<file path="config.mk">
export PLATFORM = sky130hd
export DESIGN_NAME = dft_test_sequencer
export DESIGN_NICKNAME = d
export VERILOG_FILES = /design/src/rtl/dft_test_sequencer.sv
export SDC_FILE = /design/constraint.sdc
export NUM_CORES = 1
export LEC_CHECK = 0
export ABC_AREA = 0
export CORE_ASPECT_RATIO = 0.5
export CORE_MARGIN = 1.5
export CORE_UTILIZATION = 57
export CTS_CLUSTER_SIZE = 16
export DETAILED_ROUTE_END_ITERATION = 6
export PLACE_DENSITY = 0.84
export SYNTH_ARGS = -nofsm -noshare
export SYNTH_HDL_FRONTEND = slang
export SYNTH_SLANG_ARGS = --single-unit
</file>
<file path="constraint.sdc">
create_clock -name clk -period 5.3 [get_ports clk]
set_clock_uncertainty 0.2 [all_clocks]
set_input_delay 1.06 -clock clk [delete_from_list [all_inputs] [get_ports clk]]
set_output_delay 1.06 -clock clk [all_outputs]
set_load 0.02 [all_outputs]
</file>
<file path="src/rtl/dft_test_sequencer.sv">
// dft_test_sequencer
//   Runs one DFT test per start pulse against the scan chain / BIST engine.
//   Scan mode shifts a pattern in LSB first, captures for one cycle, shifts
//   the response out (first bit out lands in bit 0) and compares it with the
//   expected value. BIST mode pulses bist_start and waits for bist_done,
//   bounded by a BIST_TIMEOUT-cycle timeout.
//
// Ports
//   clk, rst_n          system clock, async active-low reset
//   start, mode         start request (IDLE only); 0 = scan, 1 = BIST
//   pat_in, exp_in      scan stimulus / expected response, captured with start
//   scan_so             serial response from the DUT chain
//   bist_done, bist_fail BIST engine status
//   scan_en, scan_si    scan chain control / serial stimulus
//   bist_start          one-cycle BIST launch pulse
//   busy, done          test in progress / one-cycle completion pulse
//   pass, timeout       result flags, held until the next start
//   resp_out            captured scan response, held until the next start
//
// state      | meaning
// -----------+-------------------------------------------------
// S_IDLE     | waiting for start
// S_LOAD     | shifting pattern into the chain (CHAIN_LEN cycles)
// S_CAPTURE  | single functional capture cycle
// S_UNLOAD   | shifting response out of the chain (CHAIN_LEN cycles)
// S_COMPARE  | compare response with expected, register results
// S_BIST_RUN | waiting for bist_done or timeout
// S_FIN      | done pulse cycle
module dft_test_sequencer #(
  parameter int CHAIN_LEN    = 16,
  parameter int BIST_TIMEOUT = 1024,
  parameter int TO_W         = 11
) (
  input  logic                 clk,
  input  logic                 rst_n,
  input  logic                 start,
  input  logic                 mode,
  input  logic [CHAIN_LEN-1:0] pat_in,
  input  logic [CHAIN_LEN-1:0] exp_in,
  input  logic                 scan_so,
  input  logic                 bist_done,
  input  logic                 bist_fail,
  output logic                 scan_en,
  output logic                 scan_si,
  output logic                 bist_start,
  output logic                 busy,
  output logic                 done,
  output logic                 pass,
  output logic                 timeout,
  output logic [CHAIN_LEN-1:0] resp_out
);

  localparam int CNT_W = (CHAIN_LEN > 1) ? $clog2(CHAIN_LEN) : 1;

  typedef enum logic [2:0] {
    S_IDLE, S_LOAD, S_CAPTURE, S_UNLOAD, S_COMPARE, S_BIST_RUN, S_FIN
  } state_e;

  state_e               state_q, state_d;
  logic [CHAIN_LEN-1:0] pat_q, pat_d;
  logic [CHAIN_LEN-1:0] exp_q, exp_d;
  logic [CHAIN_LEN-1:0] resp_q, resp_d;
  logic [CNT_W-1:0]     bit_cnt_q, bit_cnt_d;
  logic [TO_W-1:0]      to_cnt_q, to_cnt_d;
  logic                 scan_en_q, scan_en_d;
  logic                 scan_si_q, scan_si_d;
  logic                 bist_start_q, bist_start_d;
  logic                 busy_q, busy_d;
  logic                 done_q, done_d;
  logic                 pass_q, pass_d;
  logic                 timeout_q, timeout_d;
  logic [CHAIN_LEN-1:0] resp_out_q, resp_out_d;

  always_comb begin
    state_d      = state_q;
    pat_d        = pat_q;
    exp_d        = exp_q;
    resp_d       = resp_q;
    bit_cnt_d    = bit_cnt_q;
    to_cnt_d     = to_cnt_q;
    scan_en_d    = 1'b0;
    scan_si_d    = 1'b0;
    bist_start_d = 1'b0;
    busy_d       = busy_q;
    done_d       = 1'b0;
    pass_d       = pass_q;
    timeout_d    = timeout_q;
    resp_out_d   = resp_out_q;

    case (state_q)
      S_IDLE: begin
        if (start) begin
          // bit 0 goes out on the first LOAD cycle, so the shift register
          // starts already shifted by one
          pat_d      = pat_in >> 1;
          exp_d      = exp_in;
          resp_d     = '0;
          pass_d     = 1'b0;
          timeout_d  = 1'b0;
          resp_out_d = '0;
          busy_d     = 1'b1;
          if (mode) begin
            state_d      = S_BIST_RUN;
            bist_start_d = 1'b1;
            to_cnt_d     = TO_W'(BIST_TIMEOUT - 1);
          end else begin
            state_d   = S_LOAD;
            scan_en_d = 1'b1;
            scan_si_d = pat_in[0];
            bit_cnt_d = CNT_W'(CHAIN_LEN - 1);
          end
        end
      end
      S_LOAD: begin
        if (bit_cnt_q == '0) begin
          state_d = S_CAPTURE;
        end else begin
          bit_cnt_d = bit_cnt_q - CNT_W'(1);
          scan_en_d = 1'b1;
          scan_si_d = pat_q[0];
          pat_d     = pat_q >> 1;
        end
      end
      S_CAPTURE: begin
        state_d   = S_UNLOAD;
        scan_en_d = 1'b1;
        bit_cnt_d = CNT_W'(CHAIN_LEN - 1);
      end
      S_UNLOAD: begin
        // written as a wide shift so CHAIN_LEN=1 needs no special case
        resp_d = CHAIN_LEN'({scan_so, resp_q} >> 1);
        if (bit_cnt_q == '0) begin
          state_d = S_COMPARE;
        end else begin
          bit_cnt_d = bit_cnt_q - CNT_W'(1);
          scan_en_d = 1'b1;
        end
      end
      S_COMPARE: begin
        pass_d     = (resp_q == exp_q);
        resp_out_d = resp_q;
        done_d     = 1'b1;
        busy_d     = 1'b0;
        state_d    = S_FIN;
      end
      S_BIST_RUN: begin
        // bist_done takes priority over the terminal count
        if (bist_done) begin
          pass_d    = ~bist_fail;
          timeout_d = 1'b0;
          done_d    = 1'b1;
          busy_d    = 1'b0;
          state_d   = S_FIN;
        end else if (to_cnt_q == '0) begin
          pass_d    = 1'b0;
          timeout_d = 1'b1;
          done_d    = 1'b1;
          busy_d    = 1'b0;
          state_d   = S_FIN;
        end else begin
          to_cnt_d = to_cnt_q - TO_W'(1);
        end
      end
      S_FIN: begin
        state_d = S_IDLE;
      end
      default: begin
        state_d = S_IDLE;
      end
    endcase
  end

  always_ff @(posedge clk or negedge rst_n) begin
    if (!rst_n) begin
      state_q      <= S_IDLE;
      pat_q        <= '0;
      exp_q        <= '0;
      resp_q       <= '0;
      bit_cnt_q    <= '0;
      to_cnt_q     <= '0;
      scan_en_q    <= 1'b0;
      scan_si_q    <= 1'b0;
      bist_start_q <= 1'b0;
      busy_q       <= 1'b0;
      done_q       <= 1'b0;
      pass_q       <= 1'b0;
      timeout_q    <= 1'b0;
      resp_out_q   <= '0;
    end else begin
      state_q      <= state_d;
      pat_q        <= pat_d;
      exp_q        <= exp_d;
      resp_q       <= resp_d;
      bit_cnt_q    <= bit_cnt_d;
      to_cnt_q     <= to_cnt_d;
      scan_en_q    <= scan_en_d;
      scan_si_q    <= scan_si_d;
      bist_start_q <= bist_start_d;
      busy_q       <= busy_d;
      done_q       <= done_d;
      pass_q       <= pass_d;
      timeout_q    <= timeout_d;
      resp_out_q   <= resp_out_d;
    end
  end

  assign scan_en    = scan_en_q;
  assign scan_si    = scan_si_q;
  assign bist_start = bist_start_q;
  assign busy       = busy_q;
  assign done       = done_q;
  assign pass       = pass_q;
  assign timeout    = timeout_q;
  assign resp_out   = resp_out_q;

endmodule

</file>
**Run 1: cell outlines without signal wires**

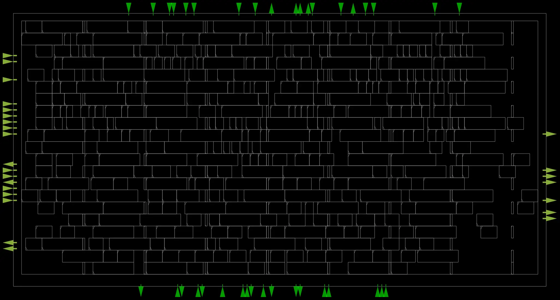
Seq area share: 44.7%
# rows: 21
Core Region: 6650 µm²

**Run 1: placement density heat map**

The die is cut into 12 by 6 equal tiles; white is low, dark blue is high, 0 to 100% covered.
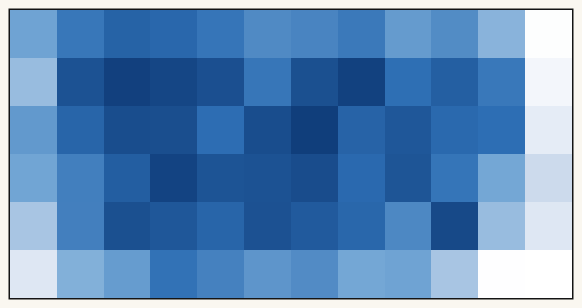
densest ninth of the die = centre
emptiest ninth of the die = lower right
fullest tile = 95%
final core occ: 74.2%
FP Util: 58.8%

**Run 1: ports around the boundary**

Scale bar: 20 µm. Pins as bars across the die edge, other pins in grey.
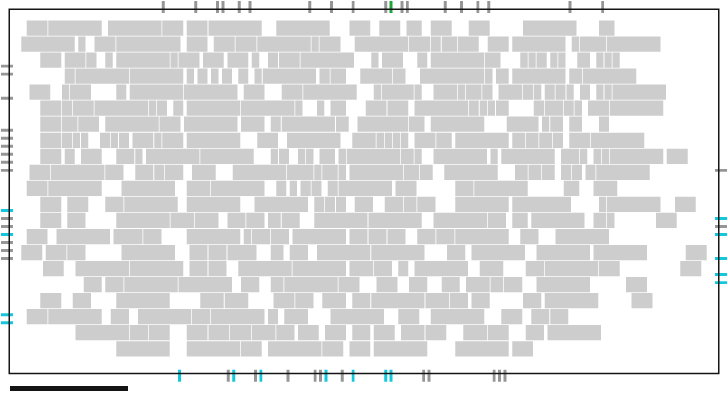
cyan -> resp_out  # pins 16, direction output, edge 7 bottom, 5 right, 4 left
green -> scan_en  # pins 1, direction output, edge top
all pins by edge = 19 top, 18 bottom, 18 left, 7 right
height of the die: 61.5 µm
Die W: 120 µm

**Run 1: drive-strength map**

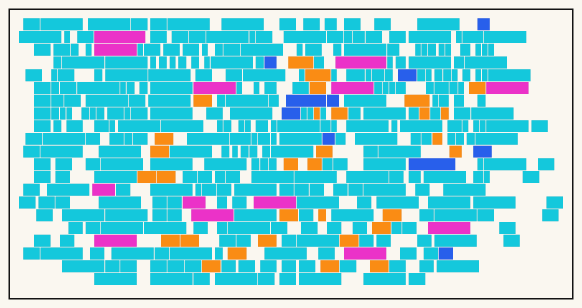
cyan -> drive 1 or less  # cells 345, share 86%
orange -> drive 2  # cells 31, share 7.8%
magenta -> drive 6 and up  # cells 13, share 3.3%
blue -> drive 3 to 4  # cells 10, share 2.5%
final worst slack: 2.09 ns
Area growth syn-to-layout: 26.2%
final instance area: 4930 µm²
Non-clk bufs: 64

==> reports/metrics.yaml, run 1 <==
synth.ff_latch_count: 88
vias: 2848
async_flop_share_pct: 100
setup_viol: 0
slew_headroom_pct: 14.5
internal_power_mw: 1.84
drt_wl_total_um: 8550
whs_ns: 0.298
yosysTopAreaCell: "dfrtp_1"
crit_path_end: "resp_out[2]"
switchingPower_mw: 1.03
cp_max_fo: 22
grt_pass1_vias: 2813
hp-start: "resp_out[10]"
powerClk_uw: 694
dieArea_um2: 7390
dp.cells: 475
io_pins: 62
yosysWarnings: 0
startpoint: "start"
floorplan.nets: 374
area_leaders: "dfrtp_1, a22o_1, mux2_2"
reg2reg_depth: 4
cts_hold_buf: 0
pre_cts_ws_ns: 1.79
nFillCells: 431
slew_violations: 0
worstMarginPinSlew_ns: 1.28
viasPerCell: 5.80
io_buffers: 61
p_leak_nw: 2.15
ys_cells: 333
power_per_cell_area_nw_per_um2: 583
yosys_most_used_dff: "dfrtp_1"
yosys.cell_types.count: 47
comb_area_um2: 1610
insertion_delay_ns: 0.34
h-tree-depth: 3
yosysTopAreaCellShare_pct: 56.4
gp_congestion: 0.799
p_sw_share_pct: 35.9
drc: 0
yosysChipArea_um2: 3910
cts_buffers: 9
syn_area_per_cell_um2: 11.7
synthesis.area_um2: 3910
ctsRootBufferMaster: "clkbuf_16"
clock-sinks: 88
grt_util_all_layers_pct: 24.8
ir_drop_mv: 0.327
syn_inst: 333
final_cell_mix: "dfrtp_1, clkdlybuf4s50_1, a22o_1, nor2_1, a21oi_1"
rsz0062_at_grt: "false"
dp_hpwl_um: 5680
warning_count: 26
clk_path_buf_depth: 2
firstDrtPassIters: 4
final_nets: 435
flop_area_um2: 2200
outcome: "completed"
hold_viol_final: 0
final_common_cell: "dfrtp_1"
power_frac_clock_pct: 24.1
drt_first_iter_violations: 188
wl_per_cell_um: 17.4
required_ns: 5.37
grt_pass1_wl_um: 13700
post_cts_resized: 0
finalPower_mw: 2.88
ant_nets: 0
start_kind: "input pin"
worst_setup_path_end_kind: "register"
reg2reg_to: "resp_q[2]"
hold_depth: 1
maxCapViolCount: 0
maxPowerGroup: "registers"
synth-edff-count: 0
diodes: 0
arrival_ns: 3.28
max_freq_mhz: 312
seqPwrFrac_pct: 40.9
clkTransAtPathRegs_ns: 0.06
cts_tree: "done"
fin_crit_ns: 3.21
drive_gt1_share_pct: 13.5
r2r-start: "state_q[2]"
cts_setup_buffers: 0
synth_seq_share_pct: 56.4
finalCritPeriodShare_pct: 60.5
placed_cell_area_um2: 4600
critical_path_class: "input pin to register"
hold_end: "resp_out[10]"
grt_max_degree: 89
instances_no_fill: 491
antenna_found_initial: 0
hp-class: "register to register"
worst-r2r-setup-slack_ns: 2.65
combPwrFrac_pct: 35.0
pg_seq_mw: 1.18
finalSetupTns_ns: 0
grt_overflow: 0
pg_comb_mw: 1.01
==> run 1: synthesized netlist by cell type (all sizes together) (2+ instances only) <==
cell	number
a21oi	21
inv	10
a21o	2
nor2	33
buf	8
dfrtp	88
nand3	6
nand2	16
a221oi	2
xnor2	17
and3	3
a31oi	4
nand2b	3
nor3	7
or2	2
nor4	3
mux2	16
o21ai	12
nand4	3
a22o	32
or3	3
clkbuf	6
nand3b	4
ha	2
mux2i	16
==> run 1: worst max-delay path, cell delays in order <==
cell             delay [ns]
clkdlybuf4s50_1        0.51
nor4b_4                0.18
buf_4                  0.25
nor2_1                 1.00
a22o_1                 0.26
==> run 1: registers in the layout, summed over array words and instances, names as in the netlist <==
signal      flops
exp_q          16
resp_out       16
resp_q         16
pat_q          15
to_cnt_q       11
bit_cnt_q       4
state_q         3
bist_start      1
busy            1
done            1
pass            1
scan_en         1
scan_si         1
timeout         1
==> run 1: cells by family (layout without fill, tap and decap cells) <==
family	after synthesis	count (layout)	synth area share [%]
XOR/XNOR	17	17	3.81
multiplexers	32	32	8.71
flip-flops	88	88	56.4
adder cells (fa/ha/maj)	2	2	0.641
AND-OR/OR-AND	80	80	15.3
AND/OR/NAND/NOR	90	90	12.4
buffers and inverters	24	90	2.69
==> run 1: area by class of cell <==
class	count	share of cell area, %
timing repair buffer	64	12.8
clock inverter	5	1.60
sequential	88	44.7
clock buffer	11	5.13
tap	92	2.34
multi-input combinational	221	32.7
inverter	10	0.761
==> run 1: routing by layer <==
| metal | track usage [%] | share of wire (%) | vias up |
|---|---|---|---|
| li1 | - | - | 1323 |
| met1 | 32.0 | 44 | 1435 |
| met2 | 40.2 | 49 | 80 |
| met3 | 8.89 | 5.8 | 10 |
| met4 | 8.33 | 1.3 | 0 |
| met5 | 0 | 0 | - |
--- run 2 (diff from run 1) ---
CORE_UTILIZATION = 48   (was 57)
PLACE_DENSITY = 0.75   (was 0.84)
clock period = 2.8 ns   (was 5.3 ns; I/O delays follow)
==> reports/metrics.yaml, run 2 <==
outcome: "completed"
rsz0062_at_grt: "false"
top_cells_by_count: "dfrtp_1, a22o_1, nor2_1"
highest_layer: "met4"
power_per_cell_area_nw_per_um2: 1070
async_flop_share_pct: 100
start_kind: "register"
floorplan.nets: 374
synth-edff-count: 0
reg2reg_depth: 7
busiest_layer: "met2"
critical_path_class: "register to register"
r2r-start: "to_cnt_q[0]"
yosys_most_used_dff: "dfrtp_1"
fin_crit_ns: 2.37
gp_congestion: 0.787
antenna_found_initial: 0
slew_violations: 0
ctsRootBufferMaster: "clkbuf_16"
cp_max_fo: 9
grt_util_all_layers_pct: 21.0
die_h_um: 66.8
grt_pass1_wl_um: 13600
setup_viol: 0
ant_nets: 0
clock-sinks: 88
drt_wl_total_um: 8300
synthesis.area_um2: 3910
warning_count: 26
grt_pass1_vias: 2726
synth.most_common_cell: "dfrtp_1"
worst_setup_path_end_kind: "register"
area.growth.synth_to_final_pct: 27.2
core-area_um2: 7940
firstDrtPassIters: 5
clkTransAtPathRegs_ns: 0.06
dieArea_um2: 8720
cts_setup_buffers: 0
synth.ff_latch_count: 88
cts_hold_buf: 0
wl_per_cell_um: 16.1
io_pins: 62
nFillCells: 620
grt_util_met2_pct: 31.8
io_buffers: 61
yosysChipArea_um2: 3910
wl_met2_um: 3880
final_cell_mix: "dfrtp_1, clkdlybuf4s50_1, a22o_1, nor2_1, a21oi_1"
final_nets: 441
placed_cell_area_um2: 4680
dr_wl_met3_um: 488
drive_gt1_share_pct: 14.1
hp-class: "input pin to asynchronous set/reset pin"
drc: 0
initial_core_util_pct: 49.2
viasPerCell: 5.42
area_leaders: "dfrtp_1, a22o_1, mux2_2"
worstMarginPinSlew_ns: 0.985
vias: 2795
final_common_cell: "dfrtp_1"
num_rows: 23
hold_viol_final: 0
yosys.cell_types.count: 47
synth_seq_share_pct: 56.4
syn_inst: 333
wl_met1_um: 3860
ir_drop_mv: 0.431
final_design_area_no_fill_um2: 4970
clk_path_buf_depth: 2
## run 2: cell type report
class	instances	area [µm²]	area share, %
tap	112	140	2.82
multi-input combinational	221	1610	32.5
timing repair buffer	70	688	13.8
sequential	88	2200	44.3
clock inverter	3	42.5	0.856
inverter	10	37.5	0.755
clock buffer	12	246	4.96
## run 2: critical path, stage by stage (launching register included)
cell,delay (ns)
dfrtp_1,0.39
inv_1,0.08
ha_1,0.18
or3b_1,0.49
o41ai_4,0.53
nor2_4,0.14
nand3_2,0.11
mux2i_1,0.17
## run 2: cell families after synthesis
| family | synth area share, % |
|---|---|
| simple gates | 12.4 |
| flops | 56.4 |
| compound gates | 15.3 |
| mux | 8.71 |
| buf+inv | 2.69 |
| xor+xnor | 3.81 |
| fa+ha+maj | 0.641 |
## run 2: how the worst max path moves through the flow
| stage | to | slack (ns) | cells past startpoint |
|---|---|---|---|
| global route | pat_q[11] | 0.20 | 8 |
| global placement | to_cnt_q[8] | 0.23 | 6 |
| CTS | to_cnt_q[9] | 0.42 | 7 |
| detailed placement | to_cnt_q[8] | 0.17 | 6 |
| finish | to_cnt_q[9] | 0.43 | 7 |
| floorplan | to_cnt_q[9] | 0.66 | 7 |
## run 2: per-stage QoR
step | setup WS [ns] | total power [mW] | hold slack (ns)
2_1_floorplan | 0.661 | 3.57 | 0.0644
5_1_grt | 0.197 | 5.66 | 0.0422
3_3_place_gp | 0.229 | 4.01 | 0.270
4_1_cts | 0.417 | 5.34 | 0.0224
3_5_place_dp | 0.168 | 4.14 | 0.285
6_report | 0.431 | 5.30 | 0.0118
## run 2: report_power, final
part           total, mW  internal, mW  switching (mW)
Clock               1.17         0.709           0.462
Sequential          2.17          1.75           0.423
Combinational       1.95         0.949            1.00
**Run 2: layout detail**

Region (88, 40) to (108, 60) µm. Cells in grey, sequential cells in the stronger grey; small squares are vias.
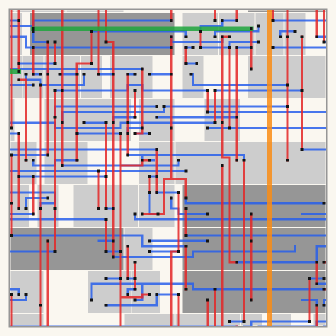
orange -> met4
blue -> met1
green -> met3
red -> met2
sequential cells in the window = 5
most frequent = dfrtp_1 (5), nand2_1 (3)
netlist names of flops here include = to_cnt_q (3)
cells with their middle in the window = 29

Power is estimated from default activity; no workload was simulated.
